===== src/rtl/spi_arb_pkg.sv =====
// Shared types and the round-robin pick helper for the SPI receive stream arbiter.
package spi_arb_pkg;

   localparam int N_CH = 4;
   localparam int CH_W = 2;

   typedef enum logic [0:0] {
      IDLE = 1'b0,
      XFER = 1'b1
   } state_e;

   // Returns {found, idx}. The search runs ptr+1, ptr+2, ptr+3, ptr (mod 4).
   // Iterating from the farthest offset down lets the nearest hit overwrite the result.
   function automatic logic [CH_W:0] rr_pick(input logic [N_CH-1:0] req,
                                             input logic [CH_W-1:0] ptr);
      logic [CH_W:0]   res;
      logic [CH_W-1:0] idx;
      res = '0;
      for (int k = N_CH; k >= 1; k--) begin
         idx = ptr + CH_W'(k);
         if (req[idx]) begin
            res = {1'b1, idx};
         end
      end
      return res;
   endfunction

endpackage


===== src/rtl/rr_arbiter4.sv =====
// Combinational 4-way round-robin selector; no state, the pointer lives in the parent.
module rr_arbiter4
   import spi_arb_pkg::*;
(
   input  logic [N_CH-1:0] req_i,
   input  logic [CH_W-1:0] ptr_i,
   output logic            found_o,
   output logic [CH_W-1:0] idx_o
);

   always_comb begin
      {found_o, idx_o} = rr_pick(req_i, ptr_i);
   end

endmodule


===== src/rtl/spi_rx_stream_arbiter.sv =====
// Packet-granular round-robin mux of four SPI receive streams onto one registered output,
// with a per-packet stall watchdog that closes a dead channel's packet with an abort beat.
//
// state | meaning
// IDLE  | no grant held; pick the next requester round-robin from rr_ptr
// XFER  | cur_chan owns the output until its last beat or a watchdog abort
module spi_rx_stream_arbiter
   import spi_arb_pkg::*;
#(
   parameter int DATA_W  = 8,
   parameter int TIMEOUT = 1024,
   parameter int TO_W    = 16
) (
   input  logic                     sysclk,
   input  logic                     rst,
   input  logic [N_CH-1:0]          s_valid,
   input  logic [N_CH*DATA_W-1:0]   s_data,
   input  logic [N_CH-1:0]          s_last,
   output logic [N_CH-1:0]          s_ready,
   input  logic [N_CH-1:0]          chan_en,
   output logic                     m_valid,
   output logic [DATA_W-1:0]        m_data,
   output logic                     m_last,
   output logic                     m_abort,
   output logic [CH_W-1:0]          m_chan,
   input  logic                     m_ready,
   output logic                     busy,
   output logic [CH_W-1:0]          cur_chan,
   output logic [N_CH-1:0]          err_sticky,
   input  logic                     err_clr
);

   localparam logic [TO_W-1:0] TO_LAST = TO_W'(TIMEOUT - 1);

   state_e            state_q, state_d;
   logic [CH_W-1:0]   rr_ptr_q, rr_ptr_d;
   logic [CH_W-1:0]   cur_chan_q, cur_chan_d;
   logic [TO_W-1:0]   to_cnt_q, to_cnt_d;
   logic [N_CH-1:0]   err_q, err_d;
   logic              m_valid_q, m_valid_d;
   logic [DATA_W-1:0] m_data_q, m_data_d;
   logic              m_last_q, m_last_d;
   logic              m_abort_q, m_abort_d;
   logic [CH_W-1:0]   m_chan_q, m_chan_d;

   logic [DATA_W-1:0] ch_data [N_CH];
   logic [N_CH-1:0]   req;
   logic [N_CH-1:0]   err_set;
   logic              grant_found;
   logic [CH_W-1:0]   grant_idx;
   logic              out_free;
   logic              in_xfer;
   logic              cur_valid;
   logic              cur_last;
   logic [DATA_W-1:0] cur_data;
   logic              accept;
   logic              stall_tick;
   logic              timeout_hit;

   always_comb begin
      for (int i = 0; i < N_CH; i++) begin
         ch_data[i] = s_data[i*DATA_W +: DATA_W];
      end
   end

   assign req = s_valid & chan_en;

   rr_arbiter4 u_rr (
      .req_i   (req),
      .ptr_i   (rr_ptr_q),
      .found_o (grant_found),
      .idx_o   (grant_idx)
   );

   assign out_free    = !m_valid_q || m_ready;
   assign in_xfer     = (state_q == XFER);
   assign cur_valid   = s_valid[cur_chan_q];
   assign cur_last    = s_last[cur_chan_q];
   assign cur_data    = ch_data[cur_chan_q];
   assign accept      = in_xfer && out_free && cur_valid;
   // Back-pressured cycles never advance the watchdog; only a silent source does.
   assign stall_tick  = in_xfer && out_free && !cur_valid;
   assign timeout_hit = stall_tick && (to_cnt_q == TO_LAST);

   always_comb begin
      s_ready = '0;
      if (in_xfer) begin
         s_ready[cur_chan_q] = out_free;
      end
   end

   always_comb begin
      state_d    = state_q;
      rr_ptr_d   = rr_ptr_q;
      cur_chan_d = cur_chan_q;
      to_cnt_d   = to_cnt_q;
      err_set    = '0;
      m_valid_d  = m_valid_q && !m_ready;
      m_data_d   = m_data_q;
      m_last_d   = m_last_q;
      m_abort_d  = m_abort_q;
      m_chan_d   = m_chan_q;

      case (state_q)
         IDLE: begin
            if (grant_found) begin
               cur_chan_d = grant_idx;
               state_d    = XFER;
               to_cnt_d   = '0;
            end
         end
         XFER: begin
            if (accept) begin
               m_valid_d = 1'b1;
               m_data_d  = cur_data;
               m_last_d  = cur_last;
               m_abort_d = 1'b0;
               m_chan_d  = cur_chan_q;
               to_cnt_d  = '0;
               if (cur_last) begin
                  state_d  = IDLE;
                  rr_ptr_d = cur_chan_q;
               end
            end else if (timeout_hit) begin
               m_valid_d           = 1'b1;
               m_data_d            = '0;
               m_last_d            = 1'b1;
               m_abort_d           = 1'b1;
               m_chan_d            = cur_chan_q;
               err_set[cur_chan_q] = 1'b1;
               state_d             = IDLE;
               rr_ptr_d            = cur_chan_q;
               to_cnt_d            = '0;
            end else if (stall_tick) begin
               to_cnt_d = to_cnt_q + TO_W'(1);
            end
         end
         default: begin
            state_d = IDLE;
         end
      endcase

      // A timeout landing on the same cycle as a clear must survive it.
      err_d = (err_clr ? '0 : err_q) | err_set;
   end

   always_ff @(posedge sysclk) begin
      if (rst) begin
         state_q    <= IDLE;
         rr_ptr_q   <= CH_W'(N_CH - 1);
         cur_chan_q <= CH_W'(N_CH - 1);
         to_cnt_q   <= '0;
         err_q      <= '0;
         m_valid_q  <= 1'b0;
         m_data_q   <= '0;
         m_last_q   <= 1'b0;
         m_abort_q  <= 1'b0;
         m_chan_q   <= '0;
      end else begin
         state_q    <= state_d;
         rr_ptr_q   <= rr_ptr_d;
         cur_chan_q <= cur_chan_d;
         to_cnt_q   <= to_cnt_d;
         err_q      <= err_d;
         m_valid_q  <= m_valid_d;
         m_data_q   <= m_data_d;
         m_last_q   <= m_last_d;
         m_abort_q  <= m_abort_d;
         m_chan_q   <= m_chan_d;
      end
   end

   assign m_valid    = m_valid_q;
   assign m_data     = m_data_q;
   assign m_last     = m_last_q;
   assign m_abort    = m_abort_q;
   assign m_chan     = m_chan_q;
   assign busy       = in_xfer;
   assign cur_chan   = cur_chan_q;
   assign err_sticky = err_q;

endmodule


===== config.mk =====
export PLATFORM = sky130hd
export DESIGN_NAME = spi_rx_stream_arbiter
export DESIGN_NICKNAME = d
export VERILOG_FILES = /design/src/rtl/spi_arb_pkg.sv /design/src/rtl/rr_arbiter4.sv /design/src/rtl/spi_rx_stream_arbiter.sv
export SDC_FILE = /design/constraint.sdc
export NUM_CORES = 1
export LEC_CHECK = 0
export CAP_MARGIN = 20
export CORE_UTILIZATION = 40
export CTS_CLUSTER_SIZE = 14
export DETAILED_ROUTE_END_ITERATION = 10
export GPL_TIMING_DRIVEN = 0
export HOLD_SLACK_MARGIN = 0.1
export PLACE_DENSITY_LB_ADDON = 0.25
export SYNTH_ARGS = -nofsm -noshare
export SYNTH_HDL_FRONTEND = slang
export SYNTH_SLANG_ARGS = --single-unit

===== constraint.sdc =====
create_clock -name sysclk -period 2.7 [get_ports sysclk]
set_input_delay 0.405 -clock sysclk [delete_from_list [all_inputs] [get_ports sysclk]]
set_output_delay 0.405 -clock sysclk [all_outputs]
set_load 0.02 [all_outputs]

Figure 1. Clock nets (run 1).
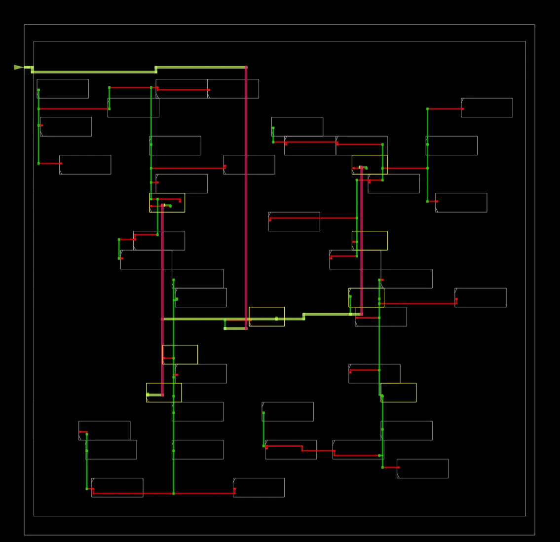
power in the clock group: 449 µW
clock sink total: 38
clock tree buffer count of the final layout: 8
number of CTS-inserted buffers: 5
layout sequential cell count: 38

Figure 2. Sequential cells coloured by netlist name (run 1).
Scale: 4 px per µm. Other sequential cells in the stronger grey, the rest of the logic in the fainter grey.
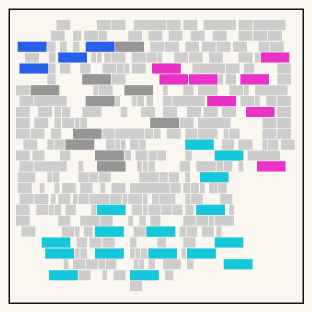
Key: magenta = `m_data` [sequential cells 8, where top right]; cyan = `to_cnt_q` [sequential cells 16]; blue = `err_sticky` [sequential cells 4, where top left]
Another 10 sequential cells are not coloured.
Reg area: 760.7 µm²
power drawn by the sequential cells: 613 µW
share of cell area taken by flip-flops and latches: 26.05%

Figure 3. I/O nets highlighted (run 1).
Scale: 4 px per µm.
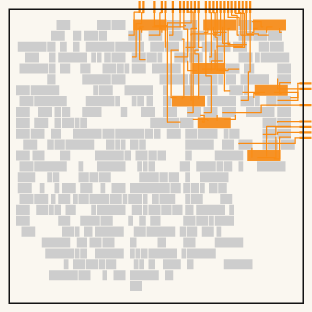
Key: orange = `s_data` [bits 32, direction input, edge 25 top, 7 right, end cells 8, buffers 32, wire 646 µm]

==> reports/summary.rpt, run 1 <==
STATUS
-------------------------------------------------------------------------------
Result of the run ................................................ complete, no violations

POWER AND IR DROP
-------------------------------------------------------------------------------
Proportion of power drawn by combinational gates .................        27.7%
Pwr per Cell Area ................................................ 502.9 nW/µm²
Switching part of the total ......................................       28.07%
Worst voltage drop across the vdd grid ...........................     286.7 µV
Switching power ..................................................     412.3 µW
Post-route total power ...........................................      1469 µW
Sequential share of power ........................................        41.7%

CRITICAL PATH
-------------------------------------------------------------------------------
Data required time of the worst path .............................      2300 ps
Critical Path Sink Type ..........................................   output pin
Worst reg2reg path startpoint ....................................  to_cnt_q[0]

CLOCK TREE
-------------------------------------------------------------------------------
Clk Latency, worst-skew pair .....................................       290 ps
Clock-pin transition on the worst setup and hold timing paths ....        70 ps
Post-CTS setup buffer count ......................................            0

YOSYS
-------------------------------------------------------------------------------
Async set-reset flop share out of synthesis ......................           0%
Cell Area, Synth .................................................     2022 µm²
Share of the synthesized area in the top cell type ...............       37.62%
Number of cells in Yosys stat ....................................          214
Yosys reg bits ...................................................           38
Average footprint of a synthesized cell ..........................    9.448 µm²
Sequential cell area fraction in the yosys report ................       37.62%
Yosys-reported design area after synthesis .......................     2022 µm²

STA
-------------------------------------------------------------------------------
Final hold viol count ............................................            0
Worst Max-Slew Pin Slew ..........................................     666.5 ps
Final critical-path share of the clock period ....................       92.58%
RSZ-0062 raised after global routing .............................           no
Count of pins over their slew limit ..............................            0
Minimum setup slack in the final design ..........................     200.4 ps
Relative max-transition margin ...................................       55.23%

ROUTE
-------------------------------------------------------------------------------
First-pass detailed-route iteration total ........................            4
Number of DRC markers after the initial detailed-route iteration .          148
Antenna-violating nets left ......................................            0
Mean routed wirelength per cell ..................................     15.09 µm
Count of unresolved DRC violations after routing .................            0

FINISH
-------------------------------------------------------------------------------
Proportion of layout cells with a drive suffix above 1 ...........       10.69%
Commonest cells after routing, fill and taps aside ............... sky130_fd_sc_hd__clkdlybuf4s50_1, sky130_fd_sc_hd__dfxtp_1, sky130_fd_sc_hd__nor2_1, sky130_fd_sc_hd__nand2_1
Final cell area excluding filler cells ...........................     2920 µm²

PLACE
-------------------------------------------------------------------------------
Placed cell count ................................................          351
Setup slack at placement .........................................    -171.3 ps
Area post-placement ..............................................     2806 µm²

GLOBAL ROUTE
-------------------------------------------------------------------------------
Vias in the first global route ...................................         1873
Pin count of the biggest net entering global routing .............           20

WORST HOLD PATH
-------------------------------------------------------------------------------
Worst hold path startpoint ....................................... err_sticky[2]
Number of cells on the worst hold path ...........................            2

FLOORPLANNING
-------------------------------------------------------------------------------
Core ar. .........................................................     4786 µm²

[run 1: kinds of logic after synthesis]
| logic type | after synthesis | synth area share, % |
|---|---|---|
| simple gates | 82 | 20.24 |
| compound gates | 54 | 21.60 |
| xor+xnor | 10 | 4.332 |
| mux | 12 | 12.13 |
| flops | 38 | 37.62 |
| buf+inv | 17 | 3.465 |
| fa+ha+maj | 1 | 0.6187 |
[run 1: critical path, stage by stage]
cell	delay, ps
sky130_fd_sc_hd__clkdlybuf4s50_1	450
sky130_fd_sc_hd__nand2b_1	190
sky130_fd_sc_hd__nand2_2	180
sky130_fd_sc_hd__nor3b_1	240
sky130_fd_sc_hd__clkdlybuf4s50_1	640
[run 1: metal layers]
metal | global-route usage [%] | wire (µm) | up-vias
met5 | 0 | 0 | -
met4 | 9.368 | 116 | 0
met3 | 3.729 | 254 | 9
met2 | 34.98 | 2645 | 55
met1 | 27.43 | 2371 | 945
li1 | - | - | 951
[run 1: power by group through the flow]
stage | clock (µW) | sequential [µW] | combinational (µW)
floorplan | 0 | 648 | 209
global placement | 0 | 624 | 402
detailed placement | 0 | 626 | 406
CTS | 461 | 613 | 409
global route | 493 | 617 | 439
finish | 449 | 613 | 406
[run 1: cells in the mapped netlist, types with 3 or more instances]
library cell                n
sky130_fd_sc_hd__nor2_1    30
sky130_fd_sc_hd__buf_2      5
sky130_fd_sc_hd__o21ai_0    3
sky130_fd_sc_hd__clkbuf_1   6
sky130_fd_sc_hd__dfxtp_1   38
sky130_fd_sc_hd__a21oi_1   10
sky130_fd_sc_hd__nor2b_1    3
sky130_fd_sc_hd__nand4_1    3
sky130_fd_sc_hd__nand2_1   12
sky130_fd_sc_hd__o211ai_1   6
sky130_fd_sc_hd__xor2_1     7
sky130_fd_sc_hd__nor3_1     6
sky130_fd_sc_hd__buf_1      3
sky130_fd_sc_hd__mux4_2    10
sky130_fd_sc_hd__xnor2_1    3
sky130_fd_sc_hd__nand2b_1   5
sky130_fd_sc_hd__inv_1      3
sky130_fd_sc_hd__nor3b_1    4
sky130_fd_sc_hd__a22oi_1    8
sky130_fd_sc_hd__a211o_1    3
sky130_fd_sc_hd__and3_1     3
sky130_fd_sc_hd__and2_1     3
sky130_fd_sc_hd__nand3_1    5
[run 1: sequential cells by signal, indices dropped and copies added, names as in the netlist]
name        flops
m_data          8
m_valid         1
m_last          1
m_abort         1
m_chan          2
busy            1
err_sticky      4
to_cnt_q       16
cur_chan        2
rr_ptr_q        2
[run 1: metrics by stage]
step	setup TNS, ps	hold slack, ps
6_report	0	473.4
2_1_floorplan	0	457.1
5_1_grt	0	500.3
4_1_cts	0	475.5
3_3_place_gp	-229.9	461.4
3_5_place_dp	-231.8	464.3
[run 1: final cells by class]
class,instances,area (µm²),area share (%)
clock buffer,8,110.1,3.770
tap,67,83.83,2.871
buffer,12,57.56,1.971
multi-input combinational,159,1194,40.87
sequential,38,760.7,26.05
timing repair buffer,70,703.2,24.08
inverter,3,11.26,0.3856
[run 1: timing repair]
action                                  CTS  global route
endpoints found under the setup margin    4             3
cloned                                    0             0
pin swaps                                 0             0
resized                                   5             2
Figure 4. Logic cells by family (run 1).
Scale: 6 px per µm.
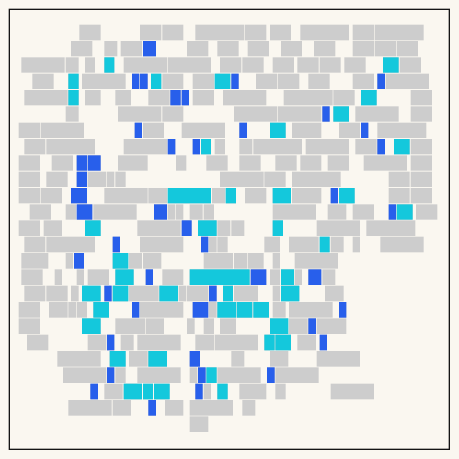

==> run 1 -> run 2 <==
--- a/config.mk
+++ b/config.mk
@@ -6,9 +6,10 @@
 export NUM_CORES = 1
 export LEC_CHECK = 0
 export CAP_MARGIN = 20
-export CORE_UTILIZATION = 40
+export CORE_UTILIZATION = 45
 export CTS_CLUSTER_SIZE = 14
 export DETAILED_ROUTE_END_ITERATION = 10
+export DONT_BUFFER_PORTS = 1
 export GPL_TIMING_DRIVEN = 0
 export HOLD_SLACK_MARGIN = 0.1
 export PLACE_DENSITY_LB_ADDON = 0.25
Figure 5. Logic cells by family (run 2).
Scale: 6 px per µm.
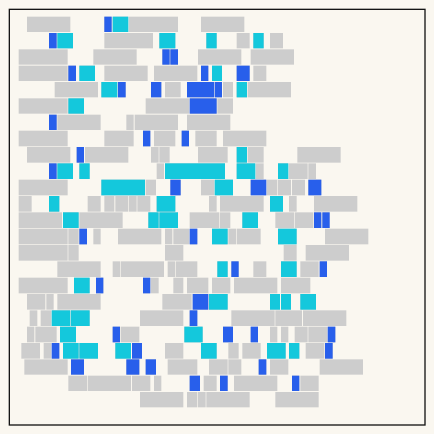
Key: cyan = aoi and oai cells [cells 44, most used a21oi_1]; blue = nor cells [cells 44, most used nor2_1]
fraction of standard cell area in multi-input logic: 55.05%
final std cells w/o fill: 272
most used logic cell in the final layout: sky130_fd_sc_hd__dfxtp_1

Figure 6. Local utilization (run 2).
Scale: 4 px per µm. 7 x 7 tiles, from dark purple (low) to yellow (high), 0 to 100% covered.
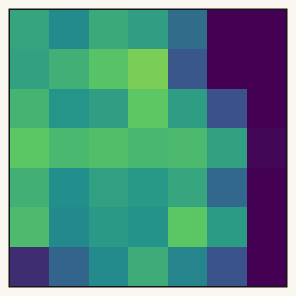
18% of the tiles are nearly empty. 2.0% of the tiles are over 75% full. The mean over all tiles is 44%.
share of the core filled by cells before placement: 46.76%
Core ar.: 4324 µm²
fin util: 50.46%

Figure 7. Clock nets (run 2).
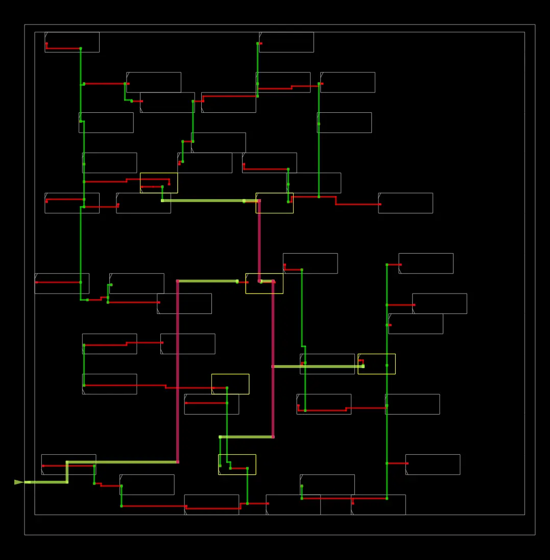
clk_skew: 3.083 ps
power in the clock group: 387 µW
Clk Latency, worst-skew pair: 290 ps
clock tree buffer count of the final layout: 6

==> run 2 against run 1 <==
Compared with the run above: sequential cell count did not move; utilization fell by 11 points; global-route usage fell by 2.0 points; worst setup slack improved by 26 ps; register-to-register slack got worse by 90 ps; maximum frequency rose by 1.1%; power fell by 12%; critical path type is now flop to output pin; largest cell class unchanged; largest power group unchanged.
==> reports/summary.rpt, run 2 <==
STATUS
----------------------------------------------------------------------------
Result of the run ............................................. complete, no violations   unchanged

GLOBAL ROUTE
----------------------------------------------------------------------------
Vias in the first global route ................................         1572   was 1873
Pin count of the biggest net entering global routing ..........           11   was 20

STA
----------------------------------------------------------------------------
Final critical-path share of the clock period .................       91.60%   was 92.58%
RSZ-0062 raised after global routing ..........................           no   unchanged
Final hold viol count .........................................            0   unchanged
Total negative slack for setup checks .........................         0 ps   unchanged
Worst Max-Slew Pin Slew .......................................     652.3 ps   was 666.5 ps
Minimum setup slack in the final design .......................     226.7 ps   was 200.4 ps

POWER AND IR DROP
----------------------------------------------------------------------------
Pwr per Cell Area ............................................. 589.3 nW/µm²   was 502.9 nW/µm²

CLOCK TREE
----------------------------------------------------------------------------
Number of CTS-inserted buffers ................................            5   unchanged
Post-CTS setup buffer count ...................................            0   unchanged
Clock-pin transition on the worst setup and hold timing paths .        70 ps   about the same
Number of instances resized during post-cts repair ............            3   was 5

YOSYS
----------------------------------------------------------------------------
Cell Area, Synth ..............................................     2022 µm²   unchanged
Yosys reg bits ................................................           38   unchanged
Average footprint of a synthesized cell .......................    9.448 µm²   unchanged
Leading cell types by count after synthesis ................... sky130_fd_sc_hd__dfxtp_1, sky130_fd_sc_hd__nor2_1, sky130_fd_sc_hd__nand2_1   unchanged
Share of the synthesized area in the top cell type ............       37.62%   unchanged
Top-count cell post-synth ..................................... sky130_fd_sc_hd__dfxtp_1   unchanged
Yosys-reported design area after synthesis ....................     2022 µm²   unchanged

ROUTE
----------------------------------------------------------------------------
First-pass detailed-route iteration total .....................            4   unchanged
Count of unresolved DRC violations after routing ..............            0   unchanged
Antenna-violating nets left ...................................            0   unchanged

FINISH
----------------------------------------------------------------------------
Proportion of layout cells with a drive suffix above 1 ........       13.18%   was 10.69%
Number of flip-flops under the largest register name ..........           16   unchanged
Final cell area excluding filler cells ........................     2182 µm²   was 2920 µm²
Commonest cells after routing, fill and taps aside ............ sky130_fd_sc_hd__dfxtp_1, sky130_fd_sc_hd__nor2_1, sky130_fd_sc_hd__nand2_1, sky130_fd_sc_hd__mux4_2, sky130_fd_sc_hd__a21oi_1   was sky130_fd_sc_hd__clkdlybuf4s50_1, sky130_fd_sc_hd__dfxtp_1, sky130_fd_sc_hd__nor2_1, sky130_fd_sc_hd__nand2_1

PLACE
----------------------------------------------------------------------------
Area post-placement ...........................................     2087 µm²   was 2806 µm²

CRITICAL PATH
----------------------------------------------------------------------------
Critical Path Sink Type .......................................   output pin   unchanged

WORST HOLD PATH
----------------------------------------------------------------------------
Number of cells on the worst hold path ........................            2   unchanged

[run 2: cell counts after synthesis]
Identical to the previous run, type by type.
[run 2: through the flow]
stage / cells / utilization (%) / total power (µW)
3_3_place_gp: 266 / 48.26 / 907.8
2_1_floorplan: 214 / - / 857.4
5_1_grt: 272 / 50.46 / 1338
3_5_place_dp: 266 / 48.26 / 908.9
4_1_cts: 272 / 50.43 / 1297
6_report: 272 / 50.46 / 1286
[run 2: kinds of logic (layout without fill, tap and decap cells)]
kind of cell             count (synthesis)  after routing  share of synthesized area, %
adder cells (fa/ha/maj)                  1              1                        0.6187
buffers and inverters                   17             23                         3.465
flip-flops                              38             38                         37.62
AND-OR/OR-AND                           54             54                         21.60
multiplexers                            12             12                         12.13
XOR/XNOR                                10             10                         4.332
AND/OR/NAND/NOR                         82             82                         20.24
[run 2: worst max path at each step]
stage | slack [ps] | end
after floorplan | 430 | s_ready[1]
after CTS | 120 | s_ready[2]
final | 230 | s_ready[1]
after global placement | 50 | s_ready[1]
after global routing | 60 | s_ready[1]
after detailed placement | 60 | s_ready[1]
[run 2: layer usage]
metal / wire (µm) / track usage, %
met5: 0 / 0
met4: 56 / 5.442
met3: 285 / 4.825
met2: 2062 / 29.99
met1: 2103 / 26.66
[run 2: power by group]
part	internal, µW	total, µW	switching, µW
clock	197	387	190
sequential	590	642	52.4
combinational	110	257	147
[run 2: layout make-up]
type / count / area, µm²
clock buffer: 6 / 82.58
fill: 421 / 2142
sequential: 38 / 760.7
tap: 52 / 65.06
buffer: 14 / 61.31
multi-input combinational: 159 / 1201
inverter: 3 / 11.26
[run 2: critical path, stage by stage (launching register included)]
cell,delay (ps)
sky130_fd_sc_hd__dfxtp_1,530
sky130_fd_sc_hd__buf_2,360
sky130_fd_sc_hd__clkbuf_1,420
sky130_fd_sc_hd__nor3b_2,460
Figure 8. I/O nets highlighted (run 2).
Scale: 6 px per µm.
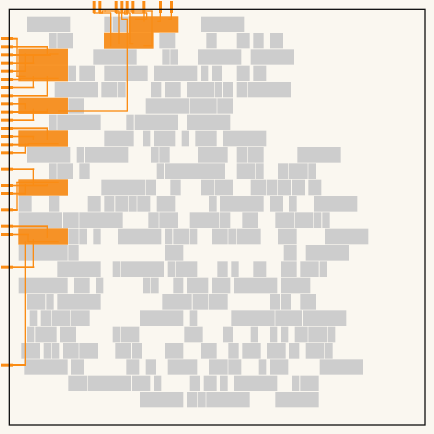

==> run 2 -> run 3 <==
--- a/config.mk
+++ b/config.mk
@@ -11,8 +11,9 @@
 export DETAILED_ROUTE_END_ITERATION = 10
 export DONT_BUFFER_PORTS = 1
 export GPL_TIMING_DRIVEN = 0
-export HOLD_SLACK_MARGIN = 0.1
+export HOLD_SLACK_MARGIN = 0.03
 export PLACE_DENSITY_LB_ADDON = 0.25
+export SKIP_LAST_GASP = 1
 export SYNTH_ARGS = -nofsm -noshare
 export SYNTH_HDL_FRONTEND = slang
 export SYNTH_SLANG_ARGS = --single-unit
Figure 9. I/O nets highlighted (run 3).
Scale: 6 px per µm.
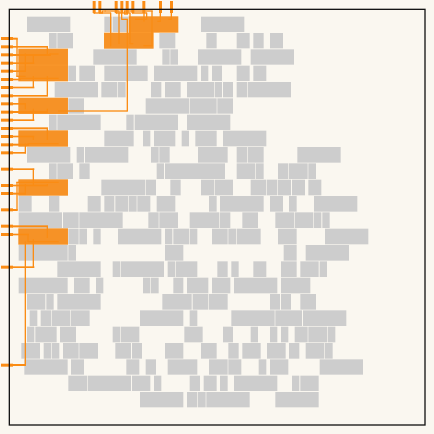
Key: orange = `s_data` [bits 32, direction input, edge 23 left, 9 top, end cells 8, buffers 0, wire 246 µm]
count of buffers from port buffering: 0
IO Pins: 72

Figure 10. Local utilization (run 3).
Scale: 4 px per µm. 7 x 7 tiles, from dark purple (low) to yellow (high), 0 to 100% covered.
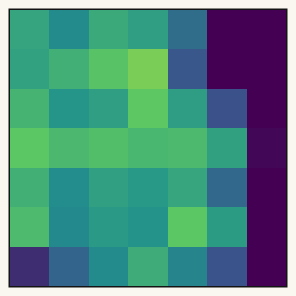
The fullest tile reaches 79%. The emptiest ninth of the die: top right. 2.0% of the tiles are over 75% full. The mean over all tiles is 44%. 18% of the tiles are nearly empty.
fin util: 50.43%

==> run 3 against run 2 <==
Compared with the run above: area after synthesis unchanged; routed wire length hardly changed; final area is essentially flat; via count is essentially flat; clock-buffer cell count is the same; final cell count unchanged; register-to-register slack about the same; sequential power barely moved; sequential cell count unchanged; synthesized cell count stayed put; die size unchanged; largest power group unchanged; highest routed layer unchanged.
==> reports/summary.rpt, run 3 <==
STATUS
----------------------------------------------------------------------------
Result of the run ............................................. complete, no violations   unchanged

CRITICAL PATH
----------------------------------------------------------------------------
Critical Path Sink Type .......................................   output pin   unchanged
Worst reg2reg path startpoint .................................  cur_chan[0]   unchanged
Cells along the critical path ................................. buf_1, clkbuf_1, nor3b_2   was buf_2, clkbuf_1, nor3b_2
Count of buffer and inverter cells on the critical path .......            2   unchanged
Slowest cell on crit path ..................................... sky130_fd_sc_hd__dfxtp_1   unchanged
Data required time of the worst path ..........................      2300 ps   about the same
Worst stage delay on the critical path ........................       510 ps   was 530 ps

STA
----------------------------------------------------------------------------
Relative max-transition margin ................................       56.11%   unchanged
Total negative slack for setup checks .........................         0 ps   unchanged
Count of pins over their slew limit ...........................            0   unchanged
Final critical-path share of the clock period .................       95.15%   was 91.60%
Worst hold margin .............................................     297.5 ps   unchanged
Worst Max-Slew Pin Slew .......................................     652.3 ps   unchanged
RSZ-0062 raised after global routing ..........................          yes   was no
Final hold viol count .........................................            0   unchanged
Clk_skew ......................................................     3.083 ps   unchanged

POWER AND IR DROP
----------------------------------------------------------------------------
Pwr per Cell Area ............................................. 589.6 nW/µm²   was 589.3 nW/µm²
Worst voltage drop across the vdd grid ........................     346.4 µV   was 346.3 µV

GLOBAL ROUTE
----------------------------------------------------------------------------
Pin count of the biggest net entering global routing ..........           11   unchanged
Vias in the first global route ................................         1572   unchanged

FINISH
----------------------------------------------------------------------------
Proportion of layout cells with a drive suffix above 1 ........       12.73%   was 13.18%
Largest register by flop count ................................     to_cnt_q   unchanged
Number of flip-flops under the largest register name ..........           16   unchanged
Commonest cells after routing, fill and taps aside ............ sky130_fd_sc_hd__dfxtp_1, sky130_fd_sc_hd__nor2_1, sky130_fd_sc_hd__nand2_1, sky130_fd_sc_hd__mux4_2, sky130_fd_sc_hd__a21oi_1   unchanged
Final #Nets ...................................................          270   unchanged

YOSYS
----------------------------------------------------------------------------
Yosys simple share ............................................       20.24%   unchanged
Async set-reset flop share out of synthesis ...................           0%   unchanged
Mux share .....................................................       12.13%   unchanged
Average footprint of a synthesized cell .......................    9.448 µm²   unchanged
Dominant kind of combinational cell ........................... AND-OR/OR-AND gates   unchanged
Leading cell types by count after synthesis ................... sky130_fd_sc_hd__dfxtp_1, sky130_fd_sc_hd__nor2_1, sky130_fd_sc_hd__nand2_1   unchanged
Top-count cell post-synth ..................................... sky130_fd_sc_hd__dfxtp_1   unchanged
Number of cells in Yosys stat .................................          214   unchanged
Yosys-reported design area after synthesis ....................     2022 µm²   unchanged
Sequential cell area fraction in the yosys report .............       37.62%   unchanged
Yosys reg bits ................................................           38   unchanged
XOR-XNOR Cells, Area Fraction .................................       4.332%   unchanged

ROUTE
----------------------------------------------------------------------------
Mean routed wirelength per cell ...............................     16.58 µm   was 16.57 µm
Count of unresolved DRC violations after routing ..............            0   unchanged
Antenna-violating nets left ...................................            0   unchanged

CLOCK TREE
----------------------------------------------------------------------------
Number of CTS-inserted buffers ................................            5   unchanged
Clock sink total ..............................................           38   unchanged
Clock-pin transition on the worst setup and hold timing paths .        70 ps   about the same
Clk Latency, worst-skew pair ..................................       290 ps   about the same

FLOORPLANNING
----------------------------------------------------------------------------
Core ar. ......................................................     4324 µm²   unchanged
Share of the core filled by cells before placement ............       46.76%   unchanged

WORST HOLD PATH
----------------------------------------------------------------------------
Number of cells on the worst hold path ........................            2   unchanged

Figure 11. Sequential cells coloured by netlist name (run 3).
Scale: 6 px per µm. Other sequential cells in the stronger grey, the rest of the logic in the fainter grey.
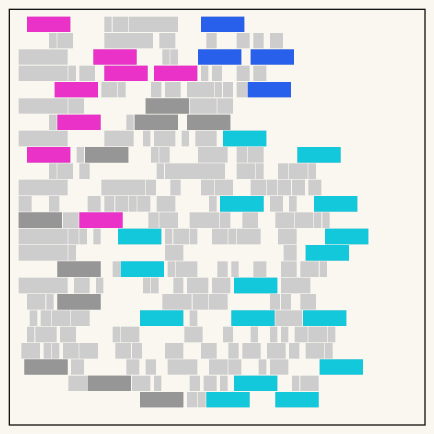
Key: magenta = `m_data` [sequential cells 8, where top left]; blue = `err_sticky` [sequential cells 4, where top middle]; cyan = `to_cnt_q` [sequential cells 16]
share of cell area taken by flip-flops and latches: 34.88%
power drawn by the sequential cells: 642 µW

==> run 3: cell count changes in the layout (fill, tap and decap cells not counted) <==
cell and change:
sky130_fd_sc_hd__buf_1 +1, sky130_fd_sc_hd__clkbuf_2 -1
==> run 3: routing by layer <==
layer | track usage (%) | up-vias | part of all wire [%]
met1 | 26.66 | 780 | 47
met2 | 29.99 | 60 | 46
met3 | 4.825 | 7 | 6.4
li1 | - | 818 | -
met5 | 0 | - | 0
met4 | 5.442 | 0 | 1.2
==> run 3: logic make-up (layout without fill, tap and decap cells) <==
group,after synthesis,after routing
simple gates,82,82
xor+xnor,10,10
mux,12,12
flops,38,38
buf+inv,17,23
fa+ha+maj,1,1
compound gates,54,54
==> run 3: layout make-up <==
cell class	instances	area [µm²]	area share, %
Buffer	14	60.06	2.754
Clock buffer	6	82.58	3.787
Inverter	3	11.26	0.5164
Multi-Input combinational cell	159	1201	55.08
Sequential cell	38	760.7	34.88
Tap cell	52	65.06	2.983
==> run 3: timing repair <==
action / 4_1_cts / 5_1_grt
cloned: 0 / 0
endpoints found under the setup margin: 2 / 1
resized: 2 / 1
hold endpoints to repair: 0 / 0
==> run 3: worst max path at each step <==
stage	cells after the start	start	slack (ps)	end
2_1_floorplan	3	cur_chan[0]	430	s_ready[1]
3_3_place_gp	3	cur_chan[0]	50	s_ready[1]
3_5_place_dp	3	cur_chan[0]	60	s_ready[1]
4_1_cts	3	cur_chan[0]	-20	s_ready[1]
5_1_grt	3	cur_chan[1]	-9	s_ready[2]
6_report	3	cur_chan[1]	130	s_ready[2]
==> run 3: report_power, final <==
part           internal [µW]  switching (µW)  total, µW
Clock                    197             190        387
Combinational            110             147        256
Sequential               590            52.5        642
Total                    896             389       1290
==> run 3: through the flow <==
step	util [%]	instances	cell area [µm²]	setup WS, ps
floorplan	-	214	2022	425.8
global placement	48.26	266	2087	46.33
detailed placement	48.26	266	2087	60.59
CTS	50.32	272	2176	-18.16
global route	50.43	272	2181	-8.516
finish	50.43	272	2181	130.9
Power is estimated from default activity; no workload was simulated.
